File: src/rtl/param_mem_arbiter.sv
// Arbiter sharing the single-port params memory between N_RD compute-unit readers
// and one parameter-loader writer; routes 1-cycle read data back to its issuer.

module param_mem_arbiter_lane #(
  parameter int ADDR_W = 15,
  parameter int DEPTH  = 31744
) (
  input  logic [ADDR_W-1:0] addr,
  output logic              in_range
);
  localparam logic [ADDR_W:0] DEPTH_C = (ADDR_W+1)'(DEPTH);

  assign in_range = ({1'b0, addr} < DEPTH_C);
endmodule

module param_mem_arbiter #(
  parameter int N_RD          = 4,
  parameter int ADDR_W        = 15,
  parameter int DATA_W        = 22,
  parameter int FMT_W         = 2,
  parameter int DEPTH         = 31744,
  parameter int MAX_WR_STREAK = 8
) (
  input  logic                   clk,
  input  logic                   rst,
  input  logic [N_RD-1:0]        rd_req,
  input  logic [N_RD*ADDR_W-1:0] rd_addr,
  input  logic [N_RD*FMT_W-1:0]  rd_fmt,
  output logic [N_RD-1:0]        rd_gnt,
  output logic [N_RD-1:0]        rd_valid,
  output logic [DATA_W-1:0]      rd_data,
  input  logic                   wr_req,
  input  logic [ADDR_W-1:0]      wr_addr,
  input  logic [DATA_W-1:0]      wr_data,
  input  logic [FMT_W-1:0]       wr_fmt,
  output logic                   wr_gnt,
  output logic                   mem_rd_en,
  output logic [ADDR_W-1:0]      mem_rd_addr,
  output logic [FMT_W-1:0]       mem_rd_fmt,
  input  logic [DATA_W-1:0]      mem_rd_data,
  output logic                   mem_wr_en,
  output logic [ADDR_W-1:0]      mem_wr_addr,
  output logic [DATA_W-1:0]      mem_wr_data,
  output logic [FMT_W-1:0]       mem_wr_fmt,
  output logic                   mem_chip_en,
  output logic                   addr_err
);
  localparam int PTR_W  = (N_RD > 1) ? $clog2(N_RD) : 1;
  localparam int STRK_W = $clog2(MAX_WR_STREAK + 1);
  localparam logic [STRK_W-1:0] MAX_STRK = STRK_W'(MAX_WR_STREAK);
  localparam logic [PTR_W-1:0]  LAST_RD  = PTR_W'(N_RD - 1);

  logic [N_RD-1:0][ADDR_W-1:0] lane_addr;
  logic [N_RD-1:0][FMT_W-1:0]  lane_fmt;
  logic [N_RD-1:0]             lane_ok;
  logic                        wr_ok;

  assign lane_addr = rd_addr;
  assign lane_fmt  = rd_fmt;

  for (genvar i = 0; i < N_RD; i++) begin : g_lane
    param_mem_arbiter_lane #(.ADDR_W(ADDR_W), .DEPTH(DEPTH)) u_lane (
      .addr     (lane_addr[i]),
      .in_range (lane_ok[i])
    );
  end

  param_mem_arbiter_lane #(.ADDR_W(ADDR_W), .DEPTH(DEPTH)) u_wr_lane (
    .addr     (wr_addr),
    .in_range (wr_ok)
  );

  logic [PTR_W-1:0]  rr_ptr_q, rr_ptr_d;
  logic [STRK_W-1:0] wr_streak_q, wr_streak_d;
  logic [N_RD-1:0]   rd_owner_q, rd_owner_d;
  logic              rd_ok_q, rd_ok_d;
  logic              addr_err_q, addr_err_d;
  logic              chip_en_q, chip_en_d;

  logic              any_rd, wr_win, rd_hit;
  logic [PTR_W-1:0]  rd_sel;
  int                idx;

  always_comb begin
    any_rd = |rd_req;
    wr_win = wr_req && (!any_rd || (wr_streak_q < MAX_STRK));
    wr_gnt = !rst && wr_win;
    rd_gnt = '0;
    rd_sel = '0;
    rd_hit = 1'b0;
    idx    = 0;
    // Round-robin search begins at rr_ptr and wraps once around all readers.
    if (!rst && !wr_win) begin
      for (int k = 0; k < N_RD; k++) begin
        idx = int'(rr_ptr_q) + k;
        if (idx >= N_RD) idx = idx - N_RD;
        if (!rd_hit && rd_req[idx]) begin
          rd_hit      = 1'b1;
          rd_sel      = idx[PTR_W-1:0];
          rd_gnt[idx] = 1'b1;
        end
      end
    end

    mem_rd_en   = rd_hit && lane_ok[rd_sel];
    mem_rd_addr = rd_hit ? lane_addr[rd_sel] : '0;
    mem_rd_fmt  = rd_hit ? lane_fmt[rd_sel]  : '0;
    mem_wr_en   = wr_gnt && wr_ok;
    mem_wr_addr = wr_gnt ? wr_addr : '0;
    mem_wr_data = wr_gnt ? wr_data : '0;
    mem_wr_fmt  = wr_gnt ? wr_fmt  : '0;

    rr_ptr_d = rr_ptr_q;
    if (rd_hit) rr_ptr_d = (rd_sel == LAST_RD) ? '0 : rd_sel + 1'b1;

    wr_streak_d = wr_streak_q;
    if (!any_rd || rd_hit)                     wr_streak_d = '0;
    else if (wr_gnt && wr_streak_q != MAX_STRK) wr_streak_d = wr_streak_q + 1'b1;

    rd_owner_d = rd_gnt;
    rd_ok_d    = mem_rd_en;
    addr_err_d = addr_err_q | (rd_hit && !lane_ok[rd_sel]) | (wr_gnt && !wr_ok);
    chip_en_d  = 1'b1;
  end

  always_ff @(posedge clk) begin
    if (rst) begin
      rr_ptr_q    <= '0;
      wr_streak_q <= '0;
      rd_owner_q  <= '0;
      rd_ok_q     <= 1'b0;
      addr_err_q  <= 1'b0;
      chip_en_q   <= 1'b0;
    end else begin
      rr_ptr_q    <= rr_ptr_d;
      wr_streak_q <= wr_streak_d;
      rd_owner_q  <= rd_owner_d;
      rd_ok_q     <= rd_ok_d;
      addr_err_q  <= addr_err_d;
      chip_en_q   <= chip_en_d;
    end
  end

  // A read in flight when reset rises is dropped without waiting for the flop to clear.
  assign rd_valid    = rst ? '0 : rd_owner_q;
  assign rd_data     = (!rst && rd_ok_q) ? mem_rd_data : '0;
  assign addr_err    = addr_err_q;
  assign mem_chip_en = chip_en_q;

endmodule

File: config.mk
export PLATFORM = sky130hd
export DESIGN_NAME = param_mem_arbiter
export DESIGN_NICKNAME = d
export VERILOG_FILES = /design/src/rtl/param_mem_arbiter.sv
export SDC_FILE = /design/constraint.sdc
export NUM_CORES = 1
export LEC_CHECK = 0
export CAP_MARGIN = 20
export CORE_MARGIN = 2
export CORE_UTILIZATION = 28
export CTS_CLUSTER_DIAMETER = 100
export DETAILED_ROUTE_END_ITERATION = 10
export HOLD_SLACK_MARGIN = 0.15
export PLACE_DENSITY_LB_ADDON = 0.15
export SETUP_SLACK_MARGIN = 0.2
export SLEW_MARGIN = 0
export SYNTH_ARGS = -nofsm -noshare
export SYNTH_HDL_FRONTEND = slang
export SYNTH_SLANG_ARGS = --single-unit
File: constraint.sdc
create_clock -name clk -period 4.6 [get_ports clk]
set_input_delay 0.92 -clock clk [delete_from_list [all_inputs] [get_ports clk]]
set_output_delay 0.92 -clock clk [all_outputs]
set_load 0.02 [all_outputs]
wires.png
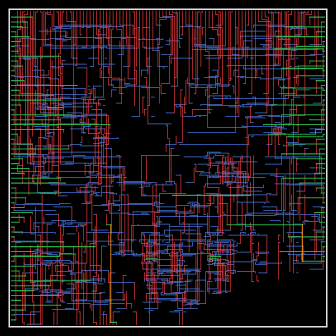
metal 2: in red, wire length 4650 µm. metal 1: in blue, wire length 3110 µm. metal 3: in green, wire length 788 µm. metal 4: in orange, wire length 37.4 µm.

cell_density.png
9 x 9 tiles, from white (low) to dark blue (high), 0 to 100% covered.
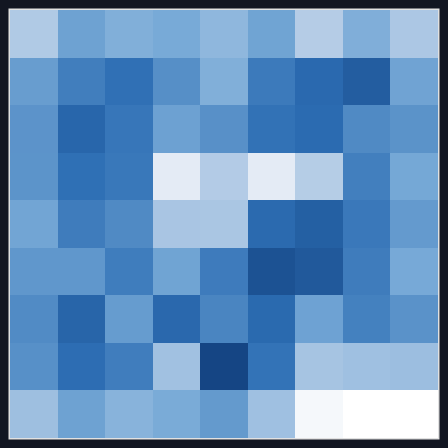
2.5% of the tiles are nearly empty. 16% of the tiles are over 75% full. The mean over all tiles is 56%. The emptiest ninth of the die: lower right. The fullest tile reaches 91%.

layer_met2.png
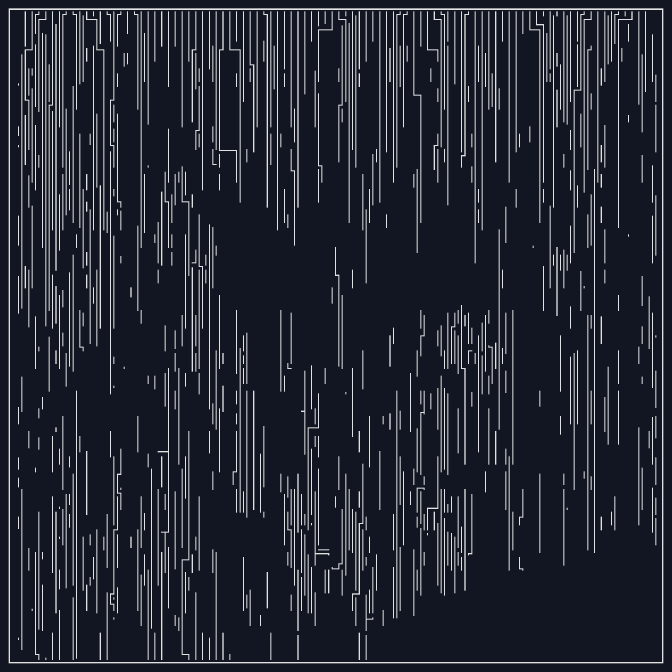
The layer holds 54% of the routed length. The layer carries 4650 µm of wire. 529 nets have wire on it. The longest straight run is 51.7 µm.

congestion.png
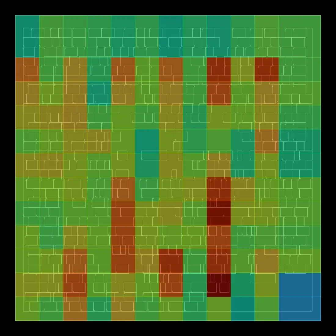
share of the core filled with cells: 0.654
met3 Use GR: 0.0679
Total GRT Usage: 0.201
post-detailed-route wirelength per cell: 14.8 µm
global routing's busiest layer: met2

logic_types.png
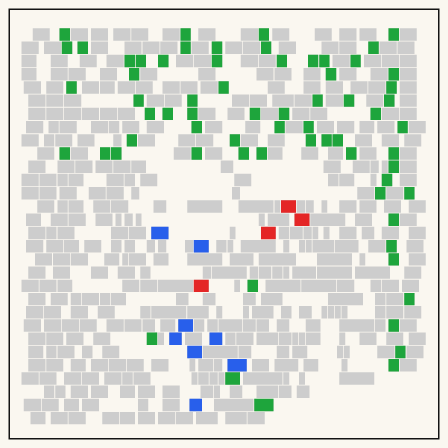
AND and OR gates: in green, cells 67, most used and2_1. AND-OR and OR-AND gates: in blue, cells 8, most used o21a_1, where bottom center. XOR/XNOR gates: in red, cells 4, most used xnor2_1.

==> run notes <==
The full implementation flow was run.

The repair_antennas step left the layout with diodes totalling 0. The synthesis log from Yosys contains 0 warnings. The setup slack after layout stands at 264 ps. In the final layout, the registers with the most flip-flops are rd_owner_q (4), wr_streak_q (4), rr_ptr_q (2). Hold analysis shows the worst path with a depth of 2. Looking at area per cell type in the netlist, the leader is sky130_fd_sc_hd__and2_1. The relative contribution of combinational cells to total power stands at 0.701. In the power breakdown, the internal column shows 475 µW. STA reports a reg2reg setup slack of 1530 ps. Post-CTS timing repair inserted 0 buffers for setup. The final routed DRC violation total stands at 0. Looking at the critical path, the single cell with the biggest stage delay is sky130_fd_sc_hd__mux4_2. The number of cells in the finished layout apart from fillers stands at 580. Per the post-route antenna check, the number of violating nets is 0. The wire length of the first global-routing pass stands at 12500 µm. The most common cell in the synthesized netlist is sky130_fd_sc_hd__and2_1.

By area, non-clock buffers come first. The layout stage reports a final design area of 4440 µm². The share of final-layout standard cells stronger than drive strength 1 stands at 0.0682. The worst path in the final design needs a cycle of 4340 ps, including I/O delays and setup. Per Yosys stat, the portion of area used by sequential elements is 0.132. The sum of met3 wire segment lengths after detailed routing stands at 787 µm. The switching power stands at 292 µW. The path with the worst hold slack has its endpoint at wr_streak_q[1]$_SDFFE_PP0P_. The fraction of synthesis flops using an asynchronous set or reset pin stands at 0.

Across the routed clock network, the largest skew measured is 0.683 ps. The depth of the CTS H-tree stands at 1. After layout, the inverter instance count without clock inverters stands at 8. TritonCTS built the clock tree. In the final layout, the fill cell count is 595.

Per the gpl log, the routability congestion estimate is 0.917. The proportion of cell area spent on the clock network stands at 0.0101. The run finished with clean final reports.

The fraction of met2 tracks used by global routing stands at 0.391. The net count of the mapped netlist stands at 399. The number of instances in the placed design stands at 575. The slew at the pin closest to its max-slew limit stands at 340 ps.

CTS placed an instance of sky130_fd_sc_hd__clkbuf_8 at the clock tree root. According to the floorplan report, the die width is 88 µm. The register share of the cell area stands at 0.0586. OpenROAD emitted warnings numbering 31. Among all stages on the critical path, the maximum delay recorded is 560 ps.
No activity file was given, so power comes from the tool's default toggle rates.
